<file path="config.mk">
export PLATFORM = sky130hd
export DESIGN_NAME = mac_seq_ctrl
export DESIGN_NICKNAME = d
export VERILOG_FILES = /design/src/rtl/mac_seq_ctrl.sv
export SDC_FILE = /design/constraint.sdc
export NUM_CORES = 1
export LEC_CHECK = 0
export ABC_AREA = 1
export CAP_MARGIN = 20
export CORE_UTILIZATION = 56
export DETAILED_ROUTE_END_ITERATION = 16
export GPL_TIMING_DRIVEN = 0
export PLACE_DENSITY_LB_ADDON = 0.12
export REMOVE_ABC_BUFFERS = 1
export SYNTH_ARGS = -nofsm -noshare
export SYNTH_HDL_FRONTEND = slang
export SYNTH_SLANG_ARGS = --single-unit
export TNS_END_PERCENT = 1
</file>
<file path="constraint.sdc">
create_clock -name clk -period 2.3 [get_ports clk]
set_input_delay 0.23 -clock clk [delete_from_list [all_inputs] [get_ports clk]]
set_output_delay 0.23 -clock clk [all_outputs]
set_load 0.01 [all_outputs]
</file>
<file path="src/rtl/mac_seq_ctrl.sv">
// Pass sequencer for the MAC column array: array reset, key load stream,
// query execute stream, then drain until the last column has written every result.
module mac_seq_ctrl #(
  parameter int col         = 8,
  parameter int total_cycle = 8,
  parameter int addr_w      = 8
) (
  input  logic              clk,
  input  logic              reset,
  input  logic              start,
  output logic              busy,
  output logic              done,
  output logic              mac_reset,
  output logic [1:0]        inst,
  output logic              kmem_rd,
  output logic              qmem_rd,
  output logic [addr_w-1:0] mem_addr,
  output logic              q_sel,
  input  logic              fifo_wr_last
);

  localparam int cnt_w = $clog2(total_cycle + 1);
  localparam logic [addr_w-1:0] last_k   = addr_w'(col - 1);
  localparam logic [addr_w-1:0] last_q   = addr_w'(total_cycle - 1);
  localparam logic [cnt_w-1:0]  cnt_full = cnt_w'(total_cycle);

  typedef enum logic [2:0] {
    IDLE  = 3'd0,
    ARST  = 3'd1,
    KLOAD = 3'd2,
    GAP   = 3'd3,
    EXEC  = 3'd4,
    DRAIN = 3'd5
  } state_t;

  state_t           state;
  logic [cnt_w-1:0] res_cnt;
  logic [cnt_w-1:0] res_cnt_nxt;
  logic             counting;

  // Saturating count of last-column write strobes seen while a pass is running.
  always_comb begin
    counting    = 1'b0;
    res_cnt_nxt = res_cnt;
    if (state == KLOAD || state == GAP || state == EXEC || state == DRAIN) begin
      counting = 1'b1;
    end else begin
      counting = 1'b0;
    end
    if (counting && fifo_wr_last && (res_cnt != cnt_full)) begin
      res_cnt_nxt = res_cnt + cnt_w'(1);
    end else begin
      res_cnt_nxt = res_cnt;
    end
  end

  // Sequencer state and registered outputs; every output reflects the state it is issued in.
  always_ff @(posedge clk or negedge reset) begin
    if (!reset) begin
      state     <= IDLE;
      busy      <= 1'b0;
      done      <= 1'b0;
      mac_reset <= 1'b1;
      inst      <= 2'b00;
      kmem_rd   <= 1'b0;
      qmem_rd   <= 1'b0;
      mem_addr  <= '0;
      q_sel     <= 1'b0;
      res_cnt   <= '0;
    end else begin
      q_sel   <= qmem_rd;
      done    <= 1'b0;
      res_cnt <= res_cnt_nxt;
      case (state)
        IDLE: begin
          inst     <= 2'b00;
          kmem_rd  <= 1'b0;
          qmem_rd  <= 1'b0;
          mem_addr <= '0;
          if (start) begin
            state     <= ARST;
            mac_reset <= 1'b1;
            busy      <= 1'b1;
            res_cnt   <= '0;
          end else begin
            mac_reset <= 1'b0;
            busy      <= 1'b0;
          end
        end
        ARST: begin
          // Columns latch a key only once per array reset, so the load stream follows it.
          mac_reset <= 1'b0;
          res_cnt   <= '0;
          mem_addr  <= '0;
          inst      <= 2'b01;
          kmem_rd   <= 1'b1;
          state     <= KLOAD;
        end
        KLOAD: begin
          if (mem_addr == last_k) begin
            state    <= GAP;
            inst     <= 2'b00;
            kmem_rd  <= 1'b0;
            mem_addr <= '0;
          end else begin
            mem_addr <= mem_addr + addr_w'(1);
          end
        end
        GAP: begin
          state    <= EXEC;
          inst     <= 2'b10;
          qmem_rd  <= 1'b1;
          mem_addr <= '0;
        end
        EXEC: begin
          if (mem_addr == last_q) begin
            state    <= DRAIN;
            inst     <= 2'b00;
            qmem_rd  <= 1'b0;
            mem_addr <= '0;
          end else begin
            mem_addr <= mem_addr + addr_w'(1);
          end
        end
        DRAIN: begin
          // Busy stays high through the done cycle, which is spent back in IDLE.
          if (res_cnt_nxt == cnt_full) begin
            done  <= 1'b1;
            state <= IDLE;
          end else begin
            done <= 1'b0;
          end
        end
        default: begin
          state     <= IDLE;
          busy      <= 1'b0;
          mac_reset <= 1'b1;
          inst      <= 2'b00;
          kmem_rd   <= 1'b0;
          qmem_rd   <= 1'b0;
          mem_addr  <= '0;
        end
      endcase
    end
  end

endmodule

</file>
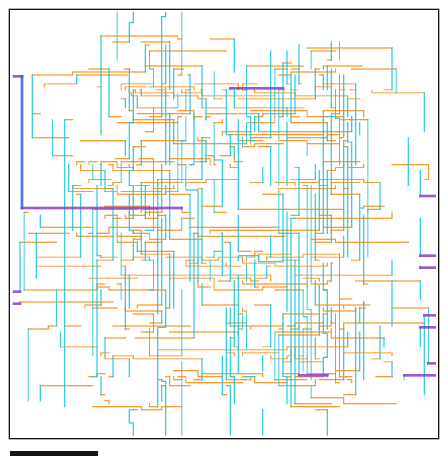
*Metal layers overlaid, run 1*
Bar = 10 µm.
| layer | color | wire length |
|---|---|---|
| met1 | orange | 1170 µm |
| met3 | purple | 41.4 µm |
| met2 | cyan | 1230 µm |
| met4 | blue | 15.0 µm |

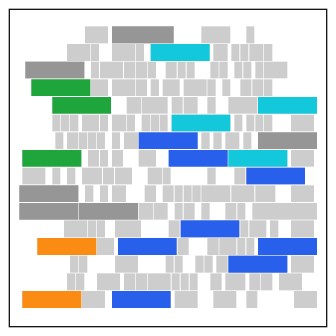
*Sequential cells colored by netlist name, run 1*
Other sequential cells in the stronger gray, the rest of the logic in the fainter gray.
| name in the netlist | color | flops |
|---|---|---|
| res_cnt | cyan | 4 |
| inst | orange | 2 |
| state | green | 3 |
| mem_addr | blue | 8 |
not colored: 6

==> results_slide.txt, run 1 <==
Implementation Results

GRT
  – Total Routing Usage GR: 0.2320
  – Residual overflow from global routing: 0
  – Met1 track demand over resource in global routing: 0.2957
  – M2 GR Usage: 0.4144
  – Most used routing layer in global routing: met2
  – Met3 global-route usage: 0.02830
  – Maximum number of pins on one net before global-route repair: 24
  – First-pass GRT wire length: 4.271 mm
  – Number of antenna violations at the first check in global routing: 0
  – Number of global-route vias before repair: 1024

Placed design
  – Total cell area at the placement stage: 1423 µm²
  – Pre-CTS setup slack: 0.5579 ns
  – Final Wtd Congestion: 0.8763
  – Number of cells in the design after placement: 192
  – DPL Wire Length: 1.850 mm
  – PortBufs: 19

Power and ir drop
  – Share of power burned in registers: 0.414
  – Post-layout total power: 1.492 mW
  – Power in combinational cells: 0.694 mW
  – Pint: 0.8679 mW
  – Part of the total power dissipated in combinational logic: 0.465
  – Maximum vdd ir drop: 0.6965 mV
  – Clock share of power: 0.121
  – Biggest power consumer among the groups: combinational logic
  – Power per standard cell area: 1011 nW/µm²
  – Net switching share of the total power: 0.4185
  – Power in sequential cells: 0.617 mW
  – Leakage power figure: 0.7367 nW
  – Clock network power consumption: 0.181 mW

Final layout
  – N_diodes: 0
  – Number of flip-flops and latches: 23
  – Total area of multi-input combinational cells: 546.8 µm²
  – Most used cells in the layout excluding fill and tap cells: 33 x nand2_1, 22 x dfrtp_1, 19 x clkdlybuf4s50_1
  – Buffers, non-clock: 20
  – Non-clock buffer area fraction after layout: 0.1475
  – Dominant logic cell type in the layout: nand2_1
  – Multi-input comb cells: 103
  – Fraction of layout cells with a size suffix above 1: 0.1118
  – Share of the final layout cell area in sequential cells: 0.3907
  – Number of standard cells in the layout, taps in and fillers out: 197
  – FF/Latch Area: 576.8 µm²
  – Clock-cell share of area: 0.01780
  – Fillers: 154
  – Util after Layout: 0.7375
  – Final standard cell area without fillers: 1476 µm²
  – Leading cell category by total area: sequential cells
  – Layout overhead on the synthesized area: 20.90%
  – Top Registers: mem_addr (8), res_cnt (4), state (3)
  – NumNets Final: 178
  – Register with the most flip-flops: mem_addr
  – Combinational fraction of the cell area: 0.3703

Logic synthesis
  – Cells after Synth: 148
  – Area fraction in compound gates: 0.1025
  – Ranking of synthesized cells by instance count: 33 x nand2_1, 22 x dfrtp_1, 18 x inv_1, 16 x nor2_1, 13 x nand3_1
  – Mean area per synthesized cell: 8.251 µm²
  – Top cell type by total area after synthesis: dfrtp_1
  – Unique cell types: 26
  – Dominant non-sequential cell family after synthesis: simple AND/OR/NAND/NOR gates
  – Multiplexer share of the synthesized area: 0
  – Adder-Cell Fraction of Synth Area: 0.03074
  – Flops & latches, synth: 23
  – Share of synthesized area occupied by flip-flops and latches: 0.4723
  – Most common cell in the synthesized netlist: nand2_1
  – Leading cell types by total area after synthesis: dfrtp_1 45%, nand2_1 10%, inv_1 5.5%, nand3_1 5.3%, nor2_1 4.9%
  – YS warnings: 0
  – Count of library flops with an enable pin: 0
  – Simple-Gate Area Share: 0.3074
  – XOR-XNOR Cells, Area Fraction: 0.007172
  – Area figure in the yosys stat output: 1221 µm²
  – Share of the synthesized area in the top cell type: 0.4508
  – Yosys cell count: 148
  – Async SR Flop Fraction: 1.000

Clocking
  – Buffers from clock root to sink, at most: 2
  – Clock transition at path regs: 0.12 ns
  – Cell at the root of the clock tree: clkbuf_4
  – Clock buffer count from CTS: 3
  – Number of cells upsized or downsized after cts: 0
  – Cts hold-fix bufs: 0
  – Postcts setup bufs: 0
  – # H-tree levels: 1
  – Sinks on the clock net: 23
  – TritonCTS clock tree: done

Critical path
  – Number of cells on the worst reg-to-reg path: 12
  – Depth of the critical timing path with buffers and inverters included: 12
  – Crit Path Class: reg -> reg
  – Worst setup path endpoint: state[2]
  – Worst-case register-to-register setup slack: 0.64 ns
  – Worst EP arrival: 1.86 ns
  – Crit path required time: 2.50 ns
  – CP Buf/Inv Count: 1
  – Startpoint of the worst register-to-register path: res_cnt[0]
  – Critical path startpoint: res_cnt[0]
  – Cell with the most instances on the worst path: nand2_1
  – Largest delay contributor family on the critical path: simple AND/OR/NAND/NOR gates
  – Highest net fanout along the worst path: 5
  – Category of the worst setup path capture point: register
  – Kind of start point of the critical path: register
  – Critical register-to-register path endpoint: state[2]
  – Delay of the slowest cell on the worst path: 0.43 ns
  – Critical path cell sequence: inv_1 -> ha_1 -> nand3_2 -> nand3_2 -> nand2_1 -> nand2_1 -> nor2_1 -> nand2_1 -> nand2_2 -> nand2_1 -> nand2_1 -> nand2_1

Die
  – Die ar.: 2371 µm²
  – Starting density of the core: 0.6100
  – Floorplan Core Area: 2002 µm²
  – Horizontal die dimension: 48.70 µm
  – Num ports: 20
  – Floorplan row count: 16
  – Count of inserted tapcells: 27
  – Die span in y: 48.70 µm

Route
  – DRT Wirelength: 2.459 mm
  – Met2 layer wire length in the routed design: 1.230 mm
  – Drt first pass iters: 4
  – Final antenna-violating net count: 0
  – Via count of the routed design: 1075
  – Met1 routed wirelength after detailed routing: 1.173 mm
  – Vias per std cell: 5.457
  – Highest metal layer used by the detailed router: met4
  – Length of routed met3 wiring: 41 µm
  – Average detailed-routed wire length per instance: 12.48 µm
  – Count of routing violations after the opening detailed-route iteration: 19

Timing
  – Maximum clock skew at final layout: 0.004433 ns
  – Final worst slack: 0.6436 ns
  – Accumulated negative setup slack: 0 ns
  – Final Hold Vio Count: 0
  – Final period demand of the worst path: 1.656 ns
  – Worst hold margin: 0.1340 ns
  – Highest Clock Rate: 603.7 MHz
  – Max-Slew Margin vs Limit: 0.7711
  – Final worst-path cycle share: 0.7202
  – Setup violation total in the final timing report: 0
  – Setup repair after global routing missed its margin: false
  – Worst-Margin Slew: 0.3433 ns
  – Slew Viols, Final: 0

Job
  – Number of logged tool warnings: 26
  – Max-cap violations: 0

Min path
  – Worst min-delay path category: in -> async

Status
  – Outcome: finished clean
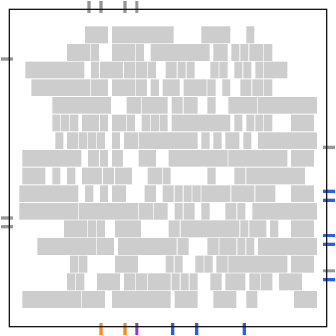
*I/O pins on the die edge, run 1*
Pins as bars across the die edge, other pins in gray.
| port | color | pins | direction | edge |
|---|---|---|---|---|
| kmem_rd | purple | 1 | output | south |
| mem_addr | blue | 8 | output | 5 east, 3 south |
| inst | orange | 2 | output | south |

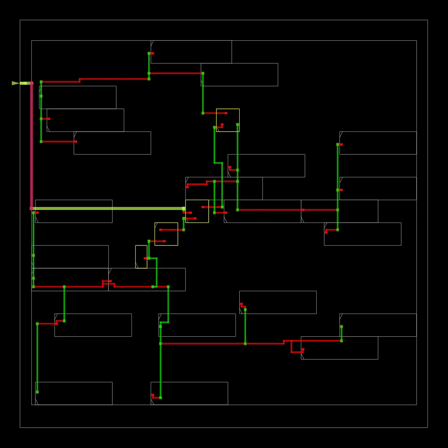
*Clock routing, run 1*
clock insertion delay at the later pin of the skew report: 0.30 ns
clkbuf count: 4

==> run 2: changes to the inputs <==
--- a/config.mk
+++ b/config.mk
@@ -7,7 +7,7 @@
 export LEC_CHECK = 0
 export ABC_AREA = 1
 export CAP_MARGIN = 20
-export CORE_UTILIZATION = 56
+export CORE_UTILIZATION = 52
 export DETAILED_ROUTE_END_ITERATION = 16
 export GPL_TIMING_DRIVEN = 0
 export PLACE_DENSITY_LB_ADDON = 0.12
==> constraint.sdc (replaced) <==
create_clock -name clk -period 1.71 [get_ports clk]
set_input_delay 0.171 -clock clk [delete_from_list [all_inputs] [get_ports clk]]
set_output_delay 0.171 -clock clk [all_outputs]
set_load 0.01 [all_outputs]
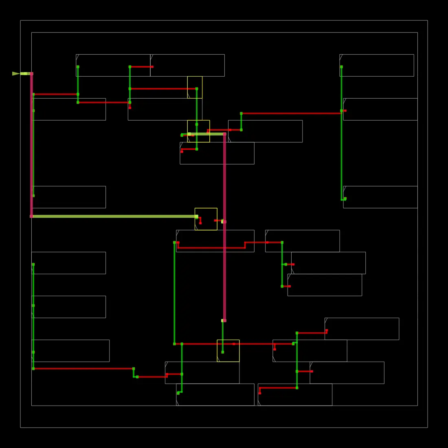
*Clock routing, run 2*
sinks on the clock net: 23
clock insertion delay at the later pin of the skew report: 0.32 ns
number of flip-flops and latches: 23

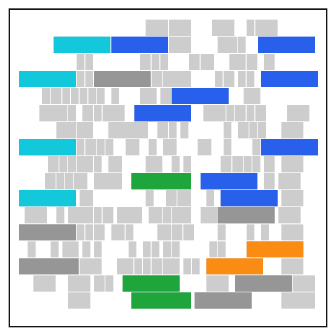
*Sequential cells colored by netlist name, run 2*
Other sequential cells in the stronger gray, the rest of the logic in the fainter gray.
| name in the netlist | color | flops |
|---|---|---|
| res_cnt | cyan | 4 |
| inst | orange | 2 |
| state | green | 3 |
| mem_addr | blue | 8 |

==> run 2 against run 1 <==
Effect of this change:
- hold slack gained 0.028 ns
- sequential power rose by 34%
- non-clock buffer count is 2 higher
- global-route usage down 3.1 points
- clock power increased by 41%
- synthesized cell count is the same
- routed wire length shrank 4.6%
- critical endpoint unchanged
- largest cell class unchanged
==> results_slide.txt, run 2 <==
Implementation Results

Final layout
  – Layout overhead on the synthesized area: 22.13%
  – Most used cells in the layout excluding fill and tap cells: 33 x nand2_1, 20 x dfrtp_1, 19 x clkdlybuf4s50_1
  – Inverter tally of the final layout excluding the clock network: 20
  – Util after Layout: 0.6742 (-0.06329)
  – Non-clock buffer area fraction after layout: 0.1477 (+0.0001935)
  – Register with the most flip-flops: mem_addr
  – Final standard cell area without fillers: 1491 µm² (+1.0%)
  – Number of standard cells in the layout, taps in and fillers out: 200 (+1.5%)
  – NumNets Final: 180 (+1.1%)
  – Share of the final layout cell area in sequential cells: 0.3884 (-0.002254)
  – Buffers, non-clock: 22 (+10%)
  – Multi-input comb cells: 103 (unchanged)
  – Dominant logic cell type in the layout: nand2_1
  – N_diodes: 0 (unchanged)
  – Top Registers: mem_addr (8), res_cnt (4), state (3)
  – Clkbuf count: 3 (-1)
  – Total area of multi-input combinational cells: 554.3 µm² (+1.4%)
  – Leading cell category by total area: sequential cells
  – Clock-cell share of area: 0.01846 (+0.0006598)
  – Number of flip-flops in the largest register: 8
  – Fraction of layout cells with a size suffix above 1: 0.1395 (+0.02777)
  – Combinational fraction of the cell area: 0.3716 (+0.001307)
  – Fillers: 193 (+25%)
  – FF/Latch Area: 579.3 µm² (+0.43%)

Power and ir drop
  – Net switching share of the total power: 0.4178 (-0.0006297)
  – Part of the total power dissipated in combinational logic: 0.468 (+0.003)
  – Clock share of power: 0.126 (+0.005)
  – Clock network power consumption: 0.256 mW (+41%)
  – Post-layout total power: 2.030 mW (+36%)
  – Leakage power figure: 0.7430 nW (+0.85%)
  – Maximum vdd ir drop: 1.108 mV (+59%)
  – Power in combinational cells: 0.949 mW (+37%)
  – Share of power burned in registers: 0.406 (-0.008)
  – Pint: 1.182 mW (+36%)
  – Power per standard cell area: 1361 nW/µm² (+35%)
  – Switching Power: 0.8481 mW
  – Power in sequential cells: 0.824 mW (+34%)
  – Biggest power consumer among the groups: combinational logic

Logic synthesis
  – Most instantiated flip-flop cell in the synthesis netlist: dfrtp_1
  – Async SR Flop Fraction: 1.000 (unchanged)
  – Dominant non-sequential cell family after synthesis: simple AND/OR/NAND/NOR gates
  – Simple-Gate Area Share: 0.3074 (unchanged)
  – Share of synthesized area occupied by flip-flops and latches: 0.4723 (unchanged)
  – Top cell type by total area after synthesis: dfrtp_1
  – Count of library flops with an enable pin: 0 (unchanged)
  – XOR-XNOR Cells, Area Fraction: 0.007172 (unchanged)
  – Cells after Synth: 148 (unchanged)
  – Yosys cell count: 148 (unchanged)
  – Mean area per synthesized cell: 8.251 µm² (unchanged)
  – Multiplexer share of the synthesized area: 0 (unchanged)
  – Area of the mapped netlist: 1221 µm²
  – Unique cell types: 26 (unchanged)
  – Ranking of synthesized cells by instance count: 33 x nand2_1, 22 x dfrtp_1, 18 x inv_1, 16 x nor2_1, 13 x nand3_1
  – Share of the synthesized area in the top cell type: 0.4508 (unchanged)
  – Area figure in the yosys stat output: 1221 µm² (unchanged)
  – Most common cell in the synthesized netlist: nand2_1
  – Flops & latches, synth: 23 (unchanged)
  – YS warnings: 0 (unchanged)
  – Leading cell types by total area after synthesis: dfrtp_1 45%, nand2_1 10%, inv_1 5.5%, nand3_1 5.3%, nor2_1 4.9%
  – Area fraction in compound gates: 0.1025 (unchanged)
  – Adder-Cell Fraction of Synth Area: 0.03074 (unchanged)

Die
  – Die span in y: 50.46 µm (+3.6%)
  – Num ports: 20 (unchanged)
  – Floorplan row count: 17 (+1)
  – Horizontal die dimension: 50.46 µm (+3.6%)
  – Floorplan Core Area: 2212 µm² (+10%)
  – Starting density of the core: 0.5520 (-0.05796)
  – Count of inserted tapcells: 28 (+3.7%)
  – Die ar.: 2546 µm² (+7.4%)

Timing
  – Worst hold margin: 0.1621 ns (+0.02815 ns)
  – Max-Slew Margin vs Limit: 0.6727 (-0.09841)
  – Slew Viols, Final: 0 (unchanged)
  – Highest Clock Rate: 623.3 MHz (+3.3%)
  – Setup violation total in the final timing report: 0 (unchanged)
  – Accumulated negative setup slack: 0 ns (unchanged)
  – Final Hold Vio Count: 0 (unchanged)
  – Worst-Margin Slew: 0.4894 ns (+0.1461 ns)
  – Final worst-path cycle share: 0.9382 (+0.2180)
  – Maximum clock skew at final layout: 0.009892 ns (+0.005460 ns)
  – Final period demand of the worst path: 1.604 ns (-0.05216 ns)
  – Final worst slack: 0.1058 ns (-0.5378 ns)

Route
  – Drt first pass iters: 4 (unchanged)
  – Met1 routed wirelength after detailed routing: 1.058 mm (-9.8%)
  – Average detailed-routed wire length per instance: 11.73 µm (-6.0%)
  – Via count of the routed design: 1041 (-3.2%)
  – Highest metal layer used by the detailed router: met4
  – Met2 layer wire length in the routed design: 1.153 mm (-6.3%)
  – Vias per std cell: 5.205 (-4.6%)
  – Count of routing violations after the opening detailed-route iteration: 17 (-2)
  – Final antenna-violating net count: 0 (unchanged)
  – DRT Wirelength: 2.346 mm (-4.6%)
  – Length of routed met3 wiring: 93 µm (+130%)

Critical path
  – Number of cells on the worst reg-to-reg path: 12 (unchanged)
  – Critical path startpoint: res_cnt[1]
  – Startpoint of the worst register-to-register path: res_cnt[1]
  – Crit path required time: 1.94 ns (-0.56 ns)
  – Worst EP arrival: 1.83 ns (-0.03 ns)
  – Highest net fanout along the worst path: 5 (unchanged)
  – Kind of start point of the critical path: register
  – Category of the worst setup path capture point: register
  – Critical path cell sequence: inv_1 -> ha_1 -> nand3_2 -> nand3_4 -> nand2_1 -> nand2_1 -> nor2_1 -> nand2_1 -> nand2_2 -> nand2_1 -> nand2_1 -> nand2_1
  – Cell with the most instances on the worst path: nand2_1
  – Crit Path Class: reg -> reg
  – Depth of the critical timing path with buffers and inverters included: 12 (unchanged)
  – Largest delay contributor family on the critical path: simple AND/OR/NAND/NOR gates
  – Worst-case register-to-register setup slack: 0.11 ns (-0.54 ns)
  – CP Buf/Inv Count: 1 (unchanged)
  – Delay of the slowest cell on the worst path: 0.44 ns (about the same)
  – Worst setup path endpoint: state[2]
  – Critical register-to-register path endpoint: state[2]

Clocking
  – Cts hold-fix bufs: 0 (unchanged)
  – Buffers from clock root to sink, at most: 2 (unchanged)
  – Clock transition at path regs: 0.13 ns (about the same)
  – Number of cells upsized or downsized after cts: 0 (unchanged)
  – Clock buffer count from CTS: 3 (unchanged)
  – TritonCTS clock tree: done
  – Postcts setup bufs: 0 (unchanged)
  – # H-tree levels: 1 (unchanged)
  – Cell at the root of the clock tree: clkbuf_4

GRT
  – Met3 global-route usage: 0.02727 (-0.001029)
  – First-pass GRT wire length: 3.801 mm (-11%)
  – Total Routing Usage GR: 0.2013 (-0.03068)
  – Number of global-route vias before repair: 917 (-10%)
  – M2 GR Usage: 0.3444 (-0.06991)
  – Met1 track demand over resource in global routing: 0.2476 (-0.04811)
  – Residual overflow from global routing: 0 (unchanged)
  – Maximum number of pins on one net before global-route repair: 24 (unchanged)
  – Number of antenna violations at the first check in global routing: 0 (unchanged)
  – Most used routing layer in global routing: met2

Placed design
  – Number of cells in the design after placement: 193 (+0.52%)
  – PortBufs: 19 (unchanged)
  – Final Wtd Congestion: 0.8042 (-8.2%)
  – Pre-CTS setup slack: 0.01706 ns (-0.5409 ns)
  – Total cell area at the placement stage: 1424 µm² (about the same)
  – DPL Wire Length: 1.688 mm (-8.7%)

Min path
  – Worst min-delay path category: in -> async

Status
  – Outcome: finished clean

Job
  – Max-cap violations: 0 (unchanged)
  – Number of logged tool warnings: 26 (unchanged)
==> run 3: changes to the inputs <==
--- a/config.mk
+++ b/config.mk
@@ -7,7 +7,7 @@
 export LEC_CHECK = 0
 export ABC_AREA = 1
 export CAP_MARGIN = 20
-export CORE_UTILIZATION = 52
+export CORE_UTILIZATION = 56
 export DETAILED_ROUTE_END_ITERATION = 16
 export GPL_TIMING_DRIVEN = 0
 export PLACE_DENSITY_LB_ADDON = 0.12
@@ -15,4 +15,4 @@
 export SYNTH_ARGS = -nofsm -noshare
 export SYNTH_HDL_FRONTEND = slang
 export SYNTH_SLANG_ARGS = --single-unit
-export TNS_END_PERCENT = 1
+export TNS_END_PERCENT = 20
==> constraint.sdc (replaced) <==
create_clock -name clk -period 2.04 [get_ports clk]
set_input_delay 0.204 -clock clk [delete_from_list [all_inputs] [get_ports clk]]
set_output_delay 0.204 -clock clk [all_outputs]
set_load 0.01 [all_outputs]
==> run 3 against run 2 <==
Effect of this change:
- combinational power fell by 17%
- sequential power decreased by 16%
- largest power group unchanged
- clock skew decreased by 0.0055 ns
- non-clock buffer count shrank 2
- core utilization increased by 6.3 points
- cell count is 1.5% lower
- critical path type unchanged
- design area is 1.0% lower
- critical path depth is the same
- first-iteration DRC count is 12% higher
- setup slack better by 0.28 ns
- total power shrank 17%
- hold slack got worse by 0.054 ns
==> results_slide.txt, run 3 <==
Implementation Results

Die
  – Horizontal die dimension: 48.70 µm (-3.5%)
  – Floorplan row count: 16 (-1)
  – Num ports: 20 (unchanged)
  – Die span in y: 48.70 µm (-3.5%)
  – Die ar.: 2371 µm² (-6.9%)
  – Floorplan Core Area: 2002 µm² (-9.5%)

Critical path
  – Cell with the most instances on the worst path: nand2_1
  – Startpoint of the worst register-to-register path: res_cnt[0]
  – Worst setup path endpoint: state[2]
  – Kind of start point of the critical path: register
  – Category of the worst setup path capture point: register
  – Worst EP arrival: 1.86 ns (+0.03 ns)
  – Critical path cell sequence: inv_1 -> ha_1 -> nand3_2 -> nand3_2 -> nand2_1 -> nand2_1 -> nor2_1 -> nand2_1 -> nand2_2 -> nand2_1 -> nand2_1 -> nand2_1
  – Number of cells on the worst reg-to-reg path: 12 (unchanged)
  – Worst-case register-to-register setup slack: 0.38 ns (+0.28 ns)

GRT
  – Number of antenna violations at the first check in global routing: 0 (unchanged)
  – Residual overflow from global routing: 0 (unchanged)
  – M2 GR Usage: 0.4144 (+0.06991)
  – Maximum number of pins on one net before global-route repair: 24 (unchanged)
  – First-pass GRT wire length: 4.271 mm (+12%)
  – Met1 track demand over resource in global routing: 0.2957 (+0.04811)
  – Total Routing Usage GR: 0.2320 (+0.03068)
  – Met3 global-route usage: 0.02830 (+0.001029)

Placed design
  – DPL Wire Length: 1.850 mm (+9.6%)
  – Total cell area at the placement stage: 1423 µm² (about the same)
  – Pre-CTS setup slack: 0.3239 ns (+0.3069 ns)

Timing
  – Final worst slack: 0.3836 ns (+0.2778 ns)
  – Maximum clock skew at final layout: 0.004433 ns (-0.005460 ns)
  – Final worst-path cycle share: 0.8120 (-0.1262)
  – Max-Slew Margin vs Limit: 0.7711 (+0.09841)
  – Highest Clock Rate: 603.7 MHz (-3.1%)
  – Slew Viols, Final: 0 (unchanged)
  – Final period demand of the worst path: 1.656 ns (+0.05216 ns)
  – Setup violation total in the final timing report: 0 (unchanged)
  – Worst hold margin: 0.1080 ns (-0.05415 ns)

Power and ir drop
  – Switching Power: 0.7042 mW (-17%)
  – Clock network power consumption: 0.204 mW (-20%)
  – Pint: 0.9785 mW (-17%)
  – Share of power burned in registers: 0.414 (+0.008)
  – Power per standard cell area: 1140 nW/µm² (-16%)
  – Part of the total power dissipated in combinational logic: 0.465 (-0.003)
  – Power in combinational cells: 0.783 mW (-17%)
  – Biggest power consumer among the groups: combinational logic
  – Maximum vdd ir drop: 0.7852 mV (-29%)

Route
  – DRT Wirelength: 2.459 mm (+4.8%)
  – Drt first pass iters: 4 (unchanged)
  – Average detailed-routed wire length per instance: 12.48 µm (+6.4%)
  – Met1 routed wirelength after detailed routing: 1.173 mm (+11%)
  – Length of routed met3 wiring: 41 µm (-56%)
  – Vias per std cell: 5.457 (+4.8%)

Final layout
  – Buffers, non-clock: 20 (-9.1%)
  – Fraction of layout cells with a size suffix above 1: 0.1118 (-0.02777)
  – Register with the most flip-flops: mem_addr
  – NumNets Final: 178 (-1.1%)
  – Multi-input comb cells: 103 (unchanged)
  – Total area of multi-input combinational cells: 546.8 µm² (-1.4%)
  – Number of flip-flops in the largest register: 8 (unchanged)
  – Clock-cell share of area: 0.01780 (-0.0006598)
  – Number of flip-flops and latches: 23 (unchanged)
  – Inverter tally of the final layout excluding the clock network: 20 (unchanged)

Min path
  – Worst min-delay path category: in -> async

Logic synthesis
  – YS warnings: 0 (unchanged)
  – Unique cell types: 26 (unchanged)
  – Area of the mapped netlist: 1221 µm² (unchanged)
  – Most common cell in the synthesized netlist: nand2_1
  – Share of synthesized area occupied by flip-flops and latches: 0.4723 (unchanged)
  – Yosys cell count: 148 (unchanged)
  – Dominant non-sequential cell family after synthesis: simple AND/OR/NAND/NOR gates
  – XOR-XNOR Cells, Area Fraction: 0.007172 (unchanged)
  – Multiplexer share of the synthesized area: 0 (unchanged)
  – Ranking of synthesized cells by instance count: 33 x nand2_1, 22 x dfrtp_1, 18 x inv_1, 16 x nor2_1, 13 x nand3_1
  – Area figure in the yosys stat output: 1221 µm² (unchanged)
  – Cells after Synth: 148 (unchanged)
  – Top cell type by total area after synthesis: dfrtp_1
  – Area fraction in compound gates: 0.1025 (unchanged)
  – Most instantiated flip-flop cell in the synthesis netlist: dfrtp_1
  – Async SR Flop Fraction: 1.000 (unchanged)

Clocking
  – Cell at the root of the clock tree: clkbuf_4
  – Clock transition at path regs: 0.12 ns (about the same)
  – Cts hold-fix bufs: 0 (unchanged)
  – TritonCTS clock tree: done
  – Buffers from clock root to sink, at most: 2 (unchanged)
  – Number of cells upsized or downsized after cts: 0 (unchanged)
  – Clock insertion delay at the later pin of the skew report: 0.30 ns (-0.02 ns)

Status
  – Outcome: finished clean
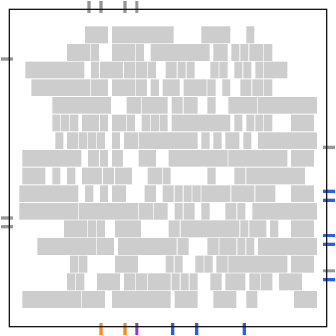
*I/O pins on the die edge, run 3*
Pins as bars across the die edge, other pins in gray.
| port | color | pins | direction | edge |
|---|---|---|---|---|
| kmem_rd | purple | 1 | output | south |
| inst | orange | 2 | output | south |
| mem_addr | blue | 8 | output | 5 east, 3 south |

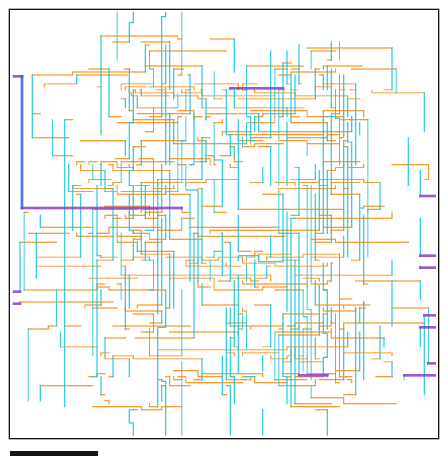
*Metal layers overlaid, run 3*
Bar = 10 µm.
| layer | color | wire length |
|---|---|---|
| met3 | purple | 41.4 µm |
| met1 | orange | 1170 µm |
| met4 | blue | 15.0 µm |
| met2 | cyan | 1230 µm |


==> layout pictures side by side <==
Clock distribution.
panel A
Bar = 10 µm.
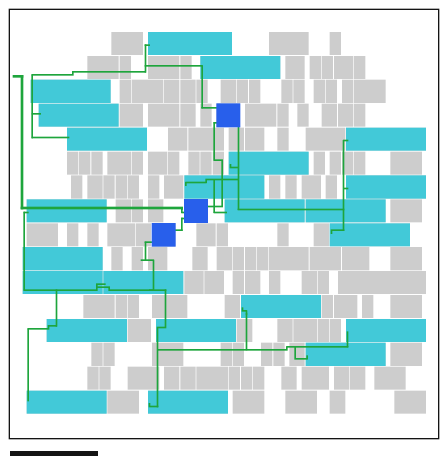
panel B
Bar = 20 µm.
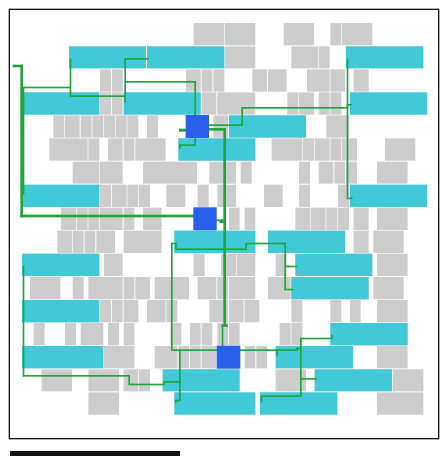
run 2 -> panel B
run 1 -> panel A

Power figures rest on the tool's default switching activity, not on a simulated workload.
